--- config.mk ---
export PLATFORM = sky130hd
export DESIGN_NAME = assist_curr_gen
export DESIGN_NICKNAME = d
export VERILOG_FILES = /design/src/rtl/assist_curr_gen.sv
export SDC_FILE = /design/constraint.sdc
export NUM_CORES = 1
export LEC_CHECK = 0
export CORE_ASPECT_RATIO = 0.7
export CORE_MARGIN = 2
export CORE_UTILIZATION = 60
export DETAILED_ROUTE_END_ITERATION = 10
export GPL_ROUTABILITY_DRIVEN = 0
export GPL_TIMING_DRIVEN = 0
export PLACE_DENSITY = 0.79
export RECOVER_POWER = 100
export SLEW_MARGIN = 20
export SYNTH_ARGS = -nofsm -noshare
export SYNTH_HDL_FRONTEND = slang
export SYNTH_SLANG_ARGS = --single-unit
--- constraint.sdc ---
create_clock -name clk -period 8.1 [get_ports clk]
set_clock_uncertainty 0.05 [all_clocks]
set_input_delay 2.43 -clock clk [delete_from_list [all_inputs] [get_ports clk]]
set_output_delay 2.43 -clock clk [all_outputs]
set_load 0.02 [all_outputs]
--- src/rtl/assist_curr_gen.sv ---
// Pedal-assist target current generator: torque x assist level x incline/cadence
// product, scaled and saturated, then slew-limited toward the motor current target.
module assist_curr_gen #(
    parameter int TORQUE_W   = 12,
    parameter int CAD_W      = 5,
    parameter int INCL_W     = 13,
    parameter int SCALE_W    = 3,
    parameter int OUT_W      = 12,
    parameter int TORQUE_MIN = 'h380,
    parameter int SHIFT      = 15,
    parameter int RISE_STEP  = 64,
    parameter int FALL_STEP  = 256
) (
    input  logic                     clk,
    input  logic                     rst_n,
    input  logic                     in_vld,
    input  logic [TORQUE_W-1:0]      avg_torque,
    input  logic [CAD_W-1:0]         cadence,
    input  logic                     not_pedaling,
    input  logic signed [INCL_W-1:0] incline,
    input  logic [SCALE_W-1:0]       scale,
    input  logic                     brake,
    output logic [OUT_W-1:0]         target_curr,
    output logic                     out_vld,
    output logic                     sat_flag
);

    localparam int P1_W = TORQUE_W + SCALE_W;
    localparam int P2_W = 9 + CAD_W + 1;
    localparam int P3_W = P1_W + P2_W;

    localparam logic [TORQUE_W-1:0]      TMIN    = TORQUE_W'(TORQUE_MIN);
    localparam logic signed [INCL_W-1:0] INCL_HI = INCL_W'(511);
    localparam logic signed [INCL_W-1:0] INCL_LO = INCL_W'(-512);
    localparam logic [CAD_W:0]           CAD_OFS = (CAD_W+1)'(32);
    localparam logic [P3_W-1:0]          OUT_MAX = P3_W'((2**OUT_W) - 1);
    localparam logic [OUT_W:0]           RISE_X  = (OUT_W+1)'(RISE_STEP);
    localparam logic [OUT_W:0]           FALL_X  = (OUT_W+1)'(FALL_STEP);

    logic [9:0]          incline_sat;
    logic [10:0]         incline_sum;
    logic [8:0]          incline_lim;
    logic [CAD_W:0]      cadence_factor;
    logic [TORQUE_W-1:0] torque_pos;

    logic [P1_W-1:0]  p1;
    logic [P2_W-1:0]  p2;
    logic [P3_W-1:0]  p3;
    logic [P3_W-1:0]  p3_shifted;
    logic [OUT_W-1:0] raw;
    logic             np1, np2;
    logic             v1, v2, v3;
    logic             sat_s3;

    logic [OUT_W:0]   cur_ext;
    logic [OUT_W:0]   raw_ext;
    logic [OUT_W:0]   up_ext;
    logic [OUT_W:0]   dn_floor;
    logic [OUT_W-1:0] next_curr;

    // Incline is offset so a level road sits mid-range; steep descents zero the factor
    always_comb begin
        if (incline > INCL_HI) begin
            incline_sat = 10'b01_1111_1111;
        end else if (incline < INCL_LO) begin
            incline_sat = 10'b10_0000_0000;
        end else begin
            incline_sat = incline[9:0];
        end

        incline_sum = {incline_sat[9], incline_sat} + 11'd256;

        if (incline_sum[10]) begin
            incline_lim = 9'd0;
        end else if (incline_sum[9]) begin
            incline_lim = 9'h1FF;
        end else begin
            incline_lim = incline_sum[8:0];
        end
    end

    always_comb begin
        if (cadence > CAD_W'(1)) begin
            cadence_factor = {1'b0, cadence} + CAD_OFS;
        end else begin
            cadence_factor = '0;
        end

        if (avg_torque > TMIN) begin
            torque_pos = avg_torque - TMIN;
        end else begin
            torque_pos = '0;
        end
    end

    always_ff @(posedge clk or negedge rst_n) begin
        if (!rst_n) begin
            p1  <= '0;
            p2  <= '0;
            np1 <= 1'b0;
            v1  <= 1'b0;
        end else begin
            p1  <= P1_W'(torque_pos) * P1_W'(scale);
            p2  <= P2_W'(incline_lim) * P2_W'(cadence_factor);
            np1 <= not_pedaling;
            v1  <= in_vld;
        end
    end

    always_ff @(posedge clk or negedge rst_n) begin
        if (!rst_n) begin
            p3  <= '0;
            np2 <= 1'b0;
            v2  <= 1'b0;
        end else begin
            p3  <= P3_W'(p1) * P3_W'(p2);
            np2 <= np1;
            v2  <= v1;
        end
    end

    assign p3_shifted = p3 >> SHIFT;

    // Saturation is only reported when the sample actually drives current
    always_ff @(posedge clk or negedge rst_n) begin
        if (!rst_n) begin
            raw    <= '0;
            sat_s3 <= 1'b0;
            v3     <= 1'b0;
        end else begin
            v3 <= v2;
            if (np2) begin
                raw    <= '0;
                sat_s3 <= 1'b0;
            end else if (p3_shifted > OUT_MAX) begin
                raw    <= '1;
                sat_s3 <= 1'b1;
            end else begin
                raw    <= p3_shifted[OUT_W-1:0];
                sat_s3 <= 1'b0;
            end
        end
    end

    // Comparisons are one bit wider so neither step can wrap past the target
    always_comb begin
        cur_ext  = {1'b0, target_curr};
        raw_ext  = {1'b0, raw};
        up_ext   = cur_ext + RISE_X;
        dn_floor = raw_ext + FALL_X;
        if (raw_ext > cur_ext) begin
            if (up_ext > raw_ext) begin
                next_curr = raw;
            end else begin
                next_curr = target_curr + OUT_W'(RISE_STEP);
            end
        end else if (raw_ext < cur_ext) begin
            if (cur_ext < dn_floor) begin
                next_curr = raw;
            end else begin
                next_curr = target_curr - OUT_W'(FALL_STEP);
            end
        end else begin
            next_curr = target_curr;
        end
    end

    always_ff @(posedge clk or negedge rst_n) begin
        if (!rst_n) begin
            target_curr <= '0;
            out_vld     <= 1'b0;
            sat_flag    <= 1'b0;
        end else begin
            out_vld <= v3;
            if (v3) begin
                sat_flag <= sat_s3;
            end
            if (brake) begin
                target_curr <= '0;
            end else if (v3) begin
                target_curr <= next_curr;
            end
        end
    end

endmodule

==> images/pins.png <==
Pins as bars across the die edge, other pins in gray.
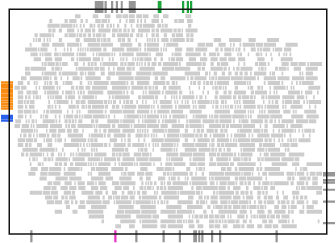
- orange: `avg_torque` (pins 12; direction input; edge west)
- magenta: `not_pedaling` (pins 1; direction input; edge south)
- green: `cadence` (pins 5; direction input; edge north)
- blue: `scale` (pins 3; direction input; edge west)
- all pins by edge: 18 north, 15 west, 12 south, 7 east
die width: 180.1 um
die height: 127.3 um
I/O Buffers: 51

==> impl_metrics.csv <==
group,metric,value,unit
placement,dp_hpwl,23.54,mm
setup_path,worstPathArrival,7750,ps
layout,signal_buffer_area_fraction,4.659,%
yosys,syn_inst,1419,
layout,sh_seq_area,13.56,%
clocking,cts_buffer_depth,2,
hold_path,holdCritPathClass,"reg2reg",
global_route,use_met1,37.57,%
layout,comb_cells,1016,
yosys,ys_ff,77,
yosys,synthTopCellsByCount,"inv_1, fa_1, nand2_1",
yosys,ys_cells,1419,
setup_path,crit_path_start_kind,"input port",
job,maxCapViolCount,1,
yosys,ys.flop_type,"dfrtp_1",
timing,fin_tns_setup,0,ps
floorplan,coreArea,0.02151,sq mm
drt,drc,0,
layout,syn2layout_area_growth,9.036,%
yosys,yosys_warnings,0,
global_route,grt_overflow,0,
timing,slew_headroom,-79.76,%
drt,wl_met2,12.31,mm
yosys,syn_nets,1828,
placement,placed_area,0.01392,sq mm
setup_path,slowest_stage,"fa_1",
drt,viasPerCell,5.446,
clocking,cts_inserted_buffers,9,
layout,nets,1890,
drt,dr_wl_met3,2.649,mm
timing,finalHoldViolations,0,
setup_path,path_cells,"clkdlybuf4s50_1 -> nor3_1 -> nor2_1 -> a21o_1 -> ha_1 -> nor2_4 -> a21oi_1 -> and2_0 -> fa_1 -> inv_1 -> fa_1 -> fa_1 -> inv_1 -> ha_1 -> nor2b_1 -> o21ai_0 -> a21boi_1 -> o21ai_0 -> a21boi_1 -> o21ai_1 -> a21boi_1 -> mux2i_1 -> nand2_1",
setup_path,critical-path-top-delay-family,"adder cells",
layout,seq_area,0.001927,sq mm
drt,wl_met1,12.81,mm
yosys,ys_chip_area,0.01303,sq mm
layout,clock_area_share,2.351,%
drt,wl,28.08,mm
drt,top_layer,"met4",
job,warning_count,38,
layout,nClkBuffers,11,
global_route,met2_usage,39.96,%
clocking,cts.sinks,77,
layout,largest_class,"multi-input combinational cells",
placement,place_ws,-285.3,ps
yosys,top_area_cell,"fa_1",
drt,num_vias,9628,
global_route,gr-usage-met3,7.013,%
timing,rsz0062_at_grt,"no",
clocking,cts_tree,"built",
layout,design_area,0.01421,sq mm
clocking,cts_max_level,3,
yosys,edf_count,0,
layout,sh_comb_area,69.39,%
layout,n_all_buffers,91,
timing,worst_slew_pin_slew,2696,ps
drt,drt.antenna.violating_nets,0,
yosys,top_cell,"inv_1",
outcome,status,"complete, but fails checks",
drt,wl_per_cell,15.88,um
timing,slew_viol_final,51,
setup_path,crit_fanout,8,
clocking,cts_hold_buf,0,
global_route,grtUsageTotal,25.90,%
floorplan,dieArea,0.02293,sq mm
drt,drt-pass1-iter-count,5,
floorplan,taps,282,
outcome,violations,"capacitance limit, slew limit",
drt,drtIter0Drc,663,
yosys,ys_async_sr_fraction,100.0,%
layout,logic_area,0.009858,sq mm
clocking,cts_setup_buffers,0,
timing,fmax,131.9,MHz
timing,final.min_clock_period,7583,ps
floorplan,fp-row-count,45,
==> images/clock_map.png <==
Scale bar: 50 um.
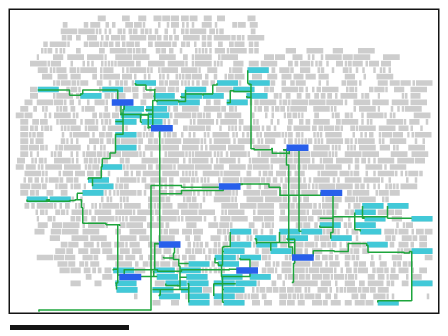
- blue: cells driving clock nets (count 9)
- green: clock wires (length 1200 um)
- cyan: flip-flops (count 77)
- flops lie: all over the die
later-pin clock latency in the skew report: 360 ps

==> per-stage QoR <==
step / cells / hold WS (ps) / utilization [%]
floorplan: 1419 / 281.2 / -
global placement: 1752 / 282.8 / 64.60
detailed placement: 1753 / 288.7 / 64.71
CTS: 1769 / 301.2 / 66.27
global route: 1768 / 307.0 / 66.06
finish: 1768 / 297.9 / 66.06
==> kinds of logic (layout without fill, tap and decap cells) <==
kind of cell,count (synthesis),after routing,synth area share [%]
AOI/OAI and AO/OA,140,140,7.375
adders and majority gates,371,371,47.49
buffers and inverters,326,393,9.449
xor gates and xnor gates,36,36,2.420
and+or+nand+nor,465,465,18.16
muxes,4,4,0.3169
DFF,77,77,14.79
==> final timing paths <==
check	startpoint	endpoint	slack, ps	depth (start not counted)
min in group asynchronous	rst_n	target_curr[10]	2350	1
max in group asynchronous	rst_n	p1[11]	2440	2
worst min register to register	np1	np2	300	0
worst min-delay path	np1	np2	300	0
worst max-delay path	incline[9]	p2[13]	520	23
worst max register to register	p2[8]	p3[29]	900	21
==> state kept, by name, summed over array words and instances (netlist names) <==
| signal | cells |
|---|---|
| sat_flag | 1 |
| target_curr | 12 |
| v3 | 1 |
| p3 | 15 |
| p1 | 15 |
| p2 | 15 |
| raw | 12 |
| v1 | 1 |
| v2 | 1 |
| np1 | 1 |
| sat_s3 | 1 |
| np2 | 1 |
| out_vld | 1 |
==> cells in the final DEF, fill, tap and decap left out, drive strengths merged, types with 15 or more instances in the layout <==
cell           synthesis  layout
and2                 169     169
o21ai                 25      25
a21oi                 49      49
clkdlybuf4s50          0      32
nor2                  43      43
clkbuf                39      51
xnor2                 29      29
fa                   206     206
nor2b                 21      21
a21o                  15      15
nor3                  16      16
nand3                 15      15
dfrtp                 77      77
ha                   165     165
inv                  286     287
dlygate4sd3            0      18
nand2                172     172
